Run 1, clock distribution:
Bar = 20 um.
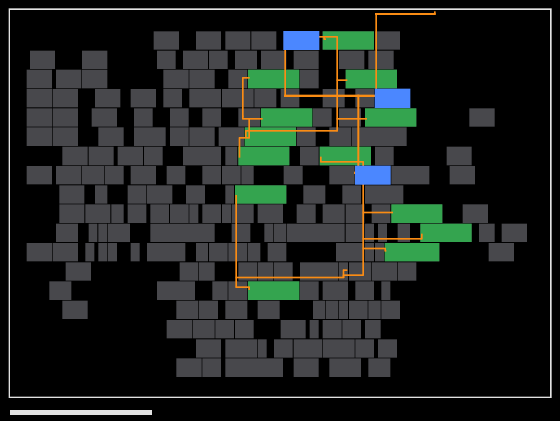
Run 1, track usage over the die:
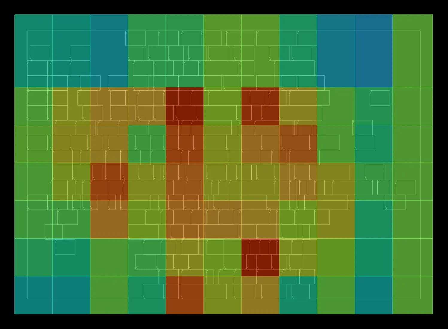
Run 1, gate-type map:
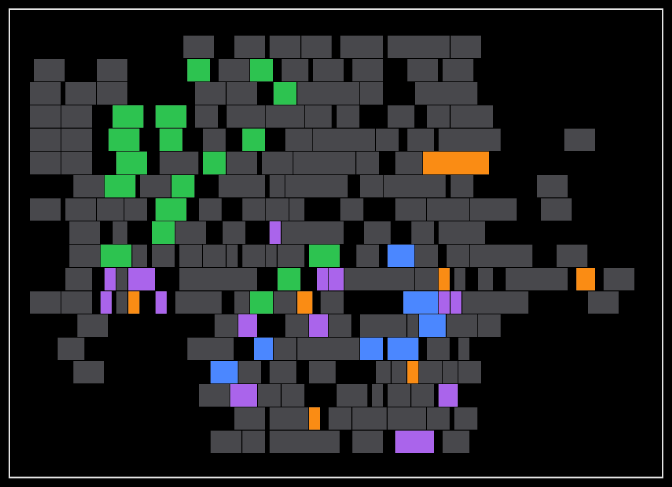
Run 1, placed cells, one colour a class:
Bar = 20 um.
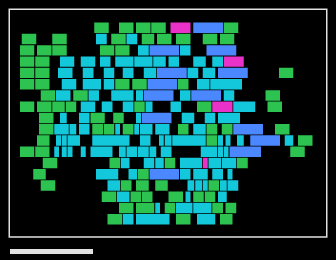
===== config.mk =====
export PLATFORM = sky130hd
export DESIGN_NAME = mux_nto1_rr
export DESIGN_NICKNAME = d
export VERILOG_FILES = /design/src/rtl/mux_nto1_rr.sv
export SDC_FILE = /design/constraint.sdc
export NUM_CORES = 1
export LEC_CHECK = 0
export CAP_MARGIN = 20
export CORE_ASPECT_RATIO = 0.7
export CORE_MARGIN = 2
export CORE_UTILIZATION = 30
export DETAILED_ROUTE_END_ITERATION = 10
export MAX_ROUTING_LAYER = met4
export PLACE_DENSITY = 0.73
export SYNTH_ARGS = -nofsm -noshare
export SYNTH_HDL_FRONTEND = slang
export SYNTH_SLANG_ARGS = --single-unit

===== constraint.sdc =====
create_clock -name clk -period 2.5 [get_ports clk]
set_input_delay 0.25 -clock clk [delete_from_list [all_inputs] [get_ports clk]]
set_output_delay 0.25 -clock clk [all_outputs]
set_load 0.005 [all_outputs]

===== src/rtl/mux_nto1_rr.sv =====
// rtl/mux_nto1_rr.sv - N-to-1 stream mux with registered output, fixed-select or round-robin grant
//
// Purpose: selects one of N valid/ready producer streams and forwards the
// granted word through a one-deep output register to a single consumer.
// mode=0 grants the channel named by sel; mode=1 grants round-robin,
// starting the scan at the channel after the last one granted.
//
// Ports:
//   clk        rising-edge clock
//   rst        synchronous active-high reset
//   mode       0 = fixed select, 1 = round-robin
//   sel        channel index used in fixed mode (values >= N grant nothing)
//   in_data    N packed words, channel i at [i*WIDTH +: WIDTH]
//   in_valid   per-channel valid
//   in_ready   per-channel ready (combinational, at most one bit set)
//   out_data   registered output word
//   out_ch     channel that supplied out_data
//   out_valid  registered output valid
//   out_ready  consumer ready
//   txn_cnt    saturating output-handshake count (MUX_NTO1_RR_STATS_EN only)
//
// Build option: define MUX_NTO1_RR_STATS_EN to add the txn_cnt port.

module mux_nto1_rr #(
  parameter int N = 4,
  parameter int WIDTH = 8,
  localparam int SELW = $clog2(N)
) (
  input  logic                 clk,
  input  logic                 rst,
  input  logic                 mode,
  input  logic [SELW-1:0]      sel,
  input  logic [N*WIDTH-1:0]   in_data,
  input  logic [N-1:0]         in_valid,
  output logic [N-1:0]         in_ready,
  output logic [WIDTH-1:0]     out_data,
  output logic [SELW-1:0]      out_ch,
  output logic                 out_valid,
  input  logic                 out_ready
`ifdef MUX_NTO1_RR_STATS_EN
  ,
  output logic [15:0]          txn_cnt
`endif
);

  // One extra bit so ptr + offset never overflows before the modulo fold.
  localparam int IDXW = SELW + 1;
  localparam int NPAD = 1 << SELW;

  logic [WIDTH-1:0] out_data_q, out_data_d;
  logic [SELW-1:0]  out_ch_q, out_ch_d;
  logic             out_valid_q, out_valid_d;
  logic [SELW-1:0]  ptr_q, ptr_d;

  logic [NPAD-1:0]  valid_pad;
  logic [IDXW-1:0]  scan_idx;
  logic [SELW-1:0]  grant;
  logic             grant_valid;
  logic [WIDTH-1:0] grant_data;
  logic             load_en;
  logic             xfer;

  // Grant selection. valid_pad widens in_valid to every encodable index so
  // an out-of-range sel or scan index simply reads as "not valid".
  always_comb begin
    valid_pad = '0;
    valid_pad[N-1:0] = in_valid;
    grant = '0;
    grant_valid = 1'b0;
    scan_idx = '0;
    if (!mode) begin
      grant = sel;
      grant_valid = valid_pad[sel] && (int'(sel) < N);
    end else begin
      // Scan from the highest offset down so the last hit written is the
      // first valid channel in ptr, ptr+1, ... order.
      for (int k = N - 1; k >= 0; k--) begin
        scan_idx = {1'b0, ptr_q} + IDXW'(k);
        if (scan_idx >= IDXW'(N)) begin
          scan_idx = scan_idx - IDXW'(N);
        end
        if (valid_pad[scan_idx[SELW-1:0]]) begin
          grant = scan_idx[SELW-1:0];
          grant_valid = 1'b1;
        end
      end
    end
  end

  always_comb begin
    grant_data = '0;
    for (int i = 0; i < N; i++) begin
      if (grant == SELW'(i)) begin
        grant_data = in_data[i*WIDTH +: WIDTH];
      end
    end
  end

  assign load_en = !out_valid_q || out_ready;
  assign xfer    = !rst && load_en && grant_valid;

  always_comb begin
    in_ready = '0;
    for (int i = 0; i < N; i++) begin
      in_ready[i] = xfer && (grant == SELW'(i));
    end
  end

  always_comb begin
    out_data_d  = out_data_q;
    out_ch_d    = out_ch_q;
    out_valid_d = out_valid_q;
    ptr_d       = ptr_q;
    if (xfer) begin
      out_data_d  = grant_data;
      out_ch_d    = grant;
      out_valid_d = 1'b1;
      if (mode) begin
        ptr_d = (grant == SELW'(N - 1)) ? '0 : grant + 1'b1;
      end
    end else if (out_valid_q && out_ready) begin
      out_valid_d = 1'b0;
    end
  end

  always_ff @(posedge clk) begin
    if (rst) begin
      out_data_q  <= '0;
      out_ch_q    <= '0;
      out_valid_q <= 1'b0;
      ptr_q       <= '0;
    end else begin
      out_data_q  <= out_data_d;
      out_ch_q    <= out_ch_d;
      out_valid_q <= out_valid_d;
      ptr_q       <= ptr_d;
    end
  end

  assign out_data  = out_data_q;
  assign out_ch    = out_ch_q;
  assign out_valid = out_valid_q;

`ifdef MUX_NTO1_RR_STATS_EN
  logic [15:0] txn_cnt_q;

  always_ff @(posedge clk) begin
    if (rst) begin
      txn_cnt_q <= '0;
    end else if (out_valid_q && out_ready && (txn_cnt_q != 16'hFFFF)) begin
      txn_cnt_q <= txn_cnt_q + 16'd1;
    end
  end

  assign txn_cnt = txn_cnt_q;
`else
  // Handshake counter not built.
`endif

endmodule


==> metrics.yaml, run 1 <==
clocking:
  tritoncts: "done"
  cts.root.buffer_cell: "clkbuf_8"
  clkTransAtPathRegs_ns: 0.05
  cts.hold.buffers_added: 0
  htreeDepth: 1
  clockBufferDepth: 2
floorplan:
  rows: 18
  fp.dieW_um: 76.3
  initial_core_util: 0.313
  die_h_um: 54.6
timing:
  finalCritPeriodShare: 0.942
  setup_viol: 0
  fin_tns_setup_ns: 0
grt:
  grt_pass1_wl_um: 6290
  grt_remaining_overflow: 0
  grt_pass1_vias: 1324
  antenna_found_initial: 0
setup_path:
  crit_path_start_kind: "input port"
  critical_path.max_fanout: 7
  cp-end-kind: "primary output"
  required_ns: 2.25
  cpPeakStageDelay_ns: 0.49
yosys:
  synthFlopType: "dfxtp_1"
  synthCells: 127
  edf_count: 0
  ys_async_sr_fraction: 0
outcome:
  outcome: "finished clean"
detailed_routing:
  vias: 1280
  drtAntennaViolNets: 0
  drc: 0
  routed_wl_um: 3760
  drt-vias-per-instance: 5.12
run:
  log.warning_count: 29
  drv_cap: 0
final_layout:
  syn2layout_area_growth_pct: 77.9
Back to the opening pictures, 'clock distribution':
[green] flip-flops | count: 13
[orange] clock wires | length: 188 um
[blue] clock drivers | count: 3
routed clock nets: 4
clock group power: 0.196 mW
clock share of power: 0.233
clk_skew: 0.00723 ns
Late-Pin Clk Latency: 0.25 ns

Back to the opening pictures, 'track usage over the die':
routing usage on met3: 0.0396
final design utilization: 0.556
grt met1 use: 0.253
average wire per standard cell: 15.0 um
global-route usage over all layers: 0.195

Back to the opening pictures, 'gate-type map':
| colour | family | cells | most used |
|---|---|---|---|
| blue | AND and OR gates | 7 | or2_4 |
| purple | NOR gates | 14 | nor2_1 |
| green | AND-OR and OR-AND gates | 18 | o21a_1 |
| orange | NAND gates | 7 | nand2_1 |

Back to the opening pictures, 'placed cells, one colour a class':
| colour | class | cells |
|---|---|---|
| blue | flops | 13 |
| green | other buffers and delay cells | 80 |
| magenta | clock drivers and dummy loads | 4 |
| cyan | combinational and other logic | 103 |

run 1: area by class of cell:
| cell class | instances | area (sq um) | share of cell area |
|---|---|---|---|
| Clock buffer | 4 | 45.0 | 0.0230 |
| Sequential cell | 13 | 262 | 0.134 |
| Inverter | 7 | 26.3 | 0.0134 |
| Tap cell | 50 | 62.6 | 0.0320 |
| Timing Repair Buffer | 80 | 734 | 0.376 |
| Multi-Input combinational cell | 96 | 825 | 0.422 |
run 1: through the flow:
| step | instances | hold slack, ns | worst slack (ns) | power [mW] |
|---|---|---|---|---|
| final | 250 | 0.514 | 0.146 | 0.842 |
| after global routing | 250 | 0.554 | 0.0442 | 0.887 |
| after CTS | 250 | 0.516 | 0.0821 | 0.832 |
| after detailed placement | 244 | 0.504 | -0.523 | 0.624 |
| after global placement | 244 | 0.498 | -0.362 | 0.613 |
| after floorplan | 127 | 0.319 | 0.0830 | 0.428 |
run 1: per-layer routing:
layer  GRT usage  routed length (um)
met1       0.253                1780
met2       0.324                1760
met3      0.0396                 188
met4      0.0364                  25
met5           -                   0
run 1: Yosys cell counts, types with 2 or more instances:
| cell type | count | area [sq um] |
|---|---|---|
| a2111oi_2 | 2 | 30.0 |
| a221o_1 | 7 | 70.1 |
| o211ai_1 | 9 | 67.6 |
| nor2_1 | 8 | 30.0 |
| clkbuf_1 | 5 | 18.8 |
| a21oi_1 | 4 | 20.0 |
| o21a_1 | 10 | 75.1 |
| inv_1 | 5 | 18.8 |
| ha_1 | 4 | 50.1 |
| a211oi_1 | 3 | 22.5 |
| a22oi_1 | 8 | 60.1 |
| buf_2 | 3 | 15.0 |
| nor2b_1 | 4 | 25.0 |
| clkinv_1 | 2 | 7.51 |
| o21ai_2 | 6 | 52.6 |
| o31ai_1 | 2 | 15.0 |
| dfxtp_1 | 13 | 260 |
| o21ai_0 | 5 | 25.0 |
| nand2_1 | 4 | 15.0 |
run 1: where the power goes:
part	total (mW)	leakage, nW	switching, mW	internal [mW]
clock	0.196	0.0228	0.0834	0.113
combinational	0.391	0.626	0.166	0.225
sequential	0.254	0.108	0.0198	0.235
run 1: kinds of logic after synthesis:
family | after synthesis | share of synthesized area
compound gates | 61 | 0.434
fa+ha+maj | 4 | 0.0456
flops | 13 | 0.237
mux | 3 | 0.0501
simple gates | 28 | 0.158
buf+inv | 18 | 0.0752
run 1: worst paths after layout:
| path | slack, ns | to | depth (start not counted) |
|---|---|---|---|
| min | 0.51 | out_data[4] | 2 |
| max | 0.15 | in_ready[2] | 10 |
| max reg2reg | 0.26 | out_data[7] | 9 |
| min reg2reg | 0.51 | out_data[4] | 2 |
run 1: tightest hold or removal path: cells and delay by family, from the launching register on:
kind	cells	cell delay, ns
AND-OR/OR-AND	2	0.16
flip-flops	1	0.31
run 1: state kept, by name, summed over array words and instances, names as in the netlist:
| register | cells |
|---|---|
| out_ch | 2 |
| out_data | 8 |
| out_valid | 1 |
| ptr_q | 2 |
run 1: timing repair:
action | in CTS | in global routing
gates resized | 24 | 5
pin swaps | 3 | 2
endpoints found under the setup margin | 12 | 10
buffers inserted | 2 | 0
Run 1, sequential cells coloured by netlist name:
Bar = 20 um. Other sequential cells in the stronger grey, the rest of the logic in the fainter grey.
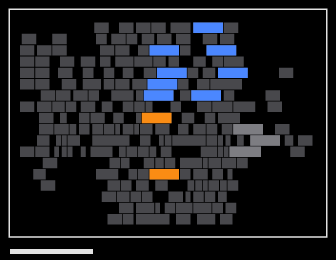

==> run 1 -> run 2 <==
--- a/config.mk
+++ b/config.mk
@@ -12,6 +12,7 @@
 export DETAILED_ROUTE_END_ITERATION = 10
 export MAX_ROUTING_LAYER = met4
 export PLACE_DENSITY = 0.73
+export RECOVER_POWER = 100
 export SYNTH_ARGS = -nofsm -noshare
 export SYNTH_HDL_FRONTEND = slang
 export SYNTH_SLANG_ARGS = --single-unit
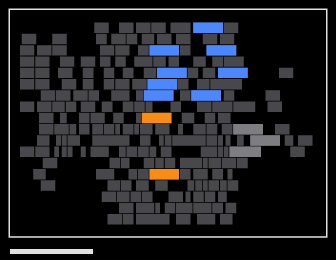
Run 2: sequential cells coloured by netlist name
Bar = 20 um. Other sequential cells in the stronger grey, the rest of the logic in the fainter grey.
| colour | name in the netlist | flops |
|---|---|---|
| blue | `out_data` | 8 |
| orange | `out_ch` | 2 |
not coloured: 3
Flop+latch power: 0.253 mW
register area: 262 sq um
final design utilization: 0.548
sequential share of cell area: 0.136

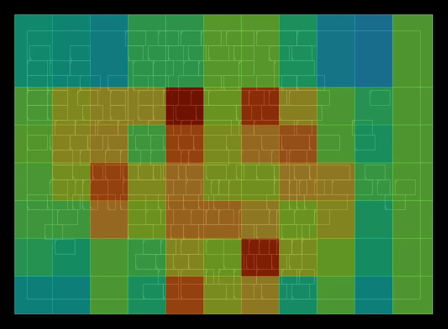
Run 2: track usage over the die
Most Crowded Layer GR: met2
GR met2 Demand/Resource: 0.324
average wire per standard cell: 15.1 um

==> metrics.yaml, run 2 <==
grt:
  grt_pass1_vias: 1324
  grt.total_usage: 0.195
  grt_remaining_overflow: 0
  grtUsageMet1: 0.253
setup_path:
  r2r_slack_ns: 0.21
  cpPeakStageDelay_ns: 0.46
  critical_path.max_fanout: 7
  cp-end-kind: "flip-flop"
clocking:
  clockBufferDepth: 2
  tritoncts: "done"
  clkTransAtPathRegs_ns: 0.05
  clkLatencyLatePin_ns: 0.25
  cts.root.buffer_cell: "clkbuf_8"
run:
  drv_cap: 0
  log.warning_count: 29
yosys:
  yosysTopAreaCell: "dfxtp_1"
  synthCells: 127
  synthFlopType: "dfxtp_1"
  edf_count: 0
timing:
  holdWs_ns: 0.512
  fin_tns_setup_ns: 0
  finalCritPeriodShare: 0.941
  setup_viol: 0
floorplan:
  fp.dieW_um: 76.3
outcome:
  outcome: "finished clean"
final_layout:
  syn2layout_area_growth_pct: 75.4
detailed_routing:
  drc: 0
  routed_wl_um: 3780
  drt-vias-per-instance: 5.16
run 2: cell counts after synthesis:
Identical to the previous run, type by type.
run 2: power by group:
group	total [mW]	internal, mW	leakage [nW]	switching, mW
clock	0.196	0.113	0.0228	0.0829
sequential	0.253	0.235	0.108	0.0188
combinational	0.374	0.210	0.652	0.163
total	0.823	0.558	0.783	0.265
run 2: routing by layer:
metal | up-vias | wire length [um]
li1 | 637 | -
met1 | 600 | 1750
met2 | 49 | 1780
met3 | 4 | 213
met4 | 0 | 25
met5 | - | 0
run 2: worst paths after layout:
check | end
setup reg to reg | out_data[4]
setup / recovery | out_data[4]
hold reg to reg | out_data[4]
hold / removal | out_data[4]
run 2: kinds of logic (layout without fill, tap and decap cells):
group           after synthesis  count (layout)  share of synthesized area
compound gates               61              61                      0.434
mux                           3               3                     0.0501
fa+ha+maj                     4               4                     0.0456
buf+inv                      18              91                     0.0752
simple gates                 28              28                      0.158
flops                        13              13                      0.237
run 2: cell type report:
type / instances / area [sq um]
fillers: 318 / 1590
clock buffers: 4 / 45.0
multi-input cells: 96 / 801
well taps: 50 / 62.6
flip-flops and latches: 13 / 262
inverters: 7 / 26.3
repair buffers: 80 / 731
run 2: what timing repair did:
item | in CTS | in global routing
endpoints found under the setup margin | 12 | 10
hold buffers | 0 | 0
buffers inserted | 2 | 0
resized | 24 | 5
pin swaps | 3 | 2
run 2: through the flow:
| step | power [mW] | setup slack (ns) | cells |
|---|---|---|---|
| 2_1_floorplan | 0.428 | 0.0830 | 127 |
| 3_3_place_gp | 0.613 | -0.362 | 244 |
| 3_5_place_dp | 0.624 | -0.523 | 244 |
| 4_1_cts | 0.832 | 0.0821 | 250 |
| 5_1_grt | 0.866 | 0.0239 | 250 |
| 6_report | 0.823 | 0.147 | 250 |
run 2: worst reg2reg max path, delay by kind of cell, from the launching register on:
kind                       cells  cell delay [ns]
AOI/OAI and AO/OA              4             0.73
adders and majority gates      1             0.21
DFF                            1             0.38
buffers and inverters          1             0.17
and+or+nand+nor                3             0.67
Power is estimated from default activity; no workload was simulated.
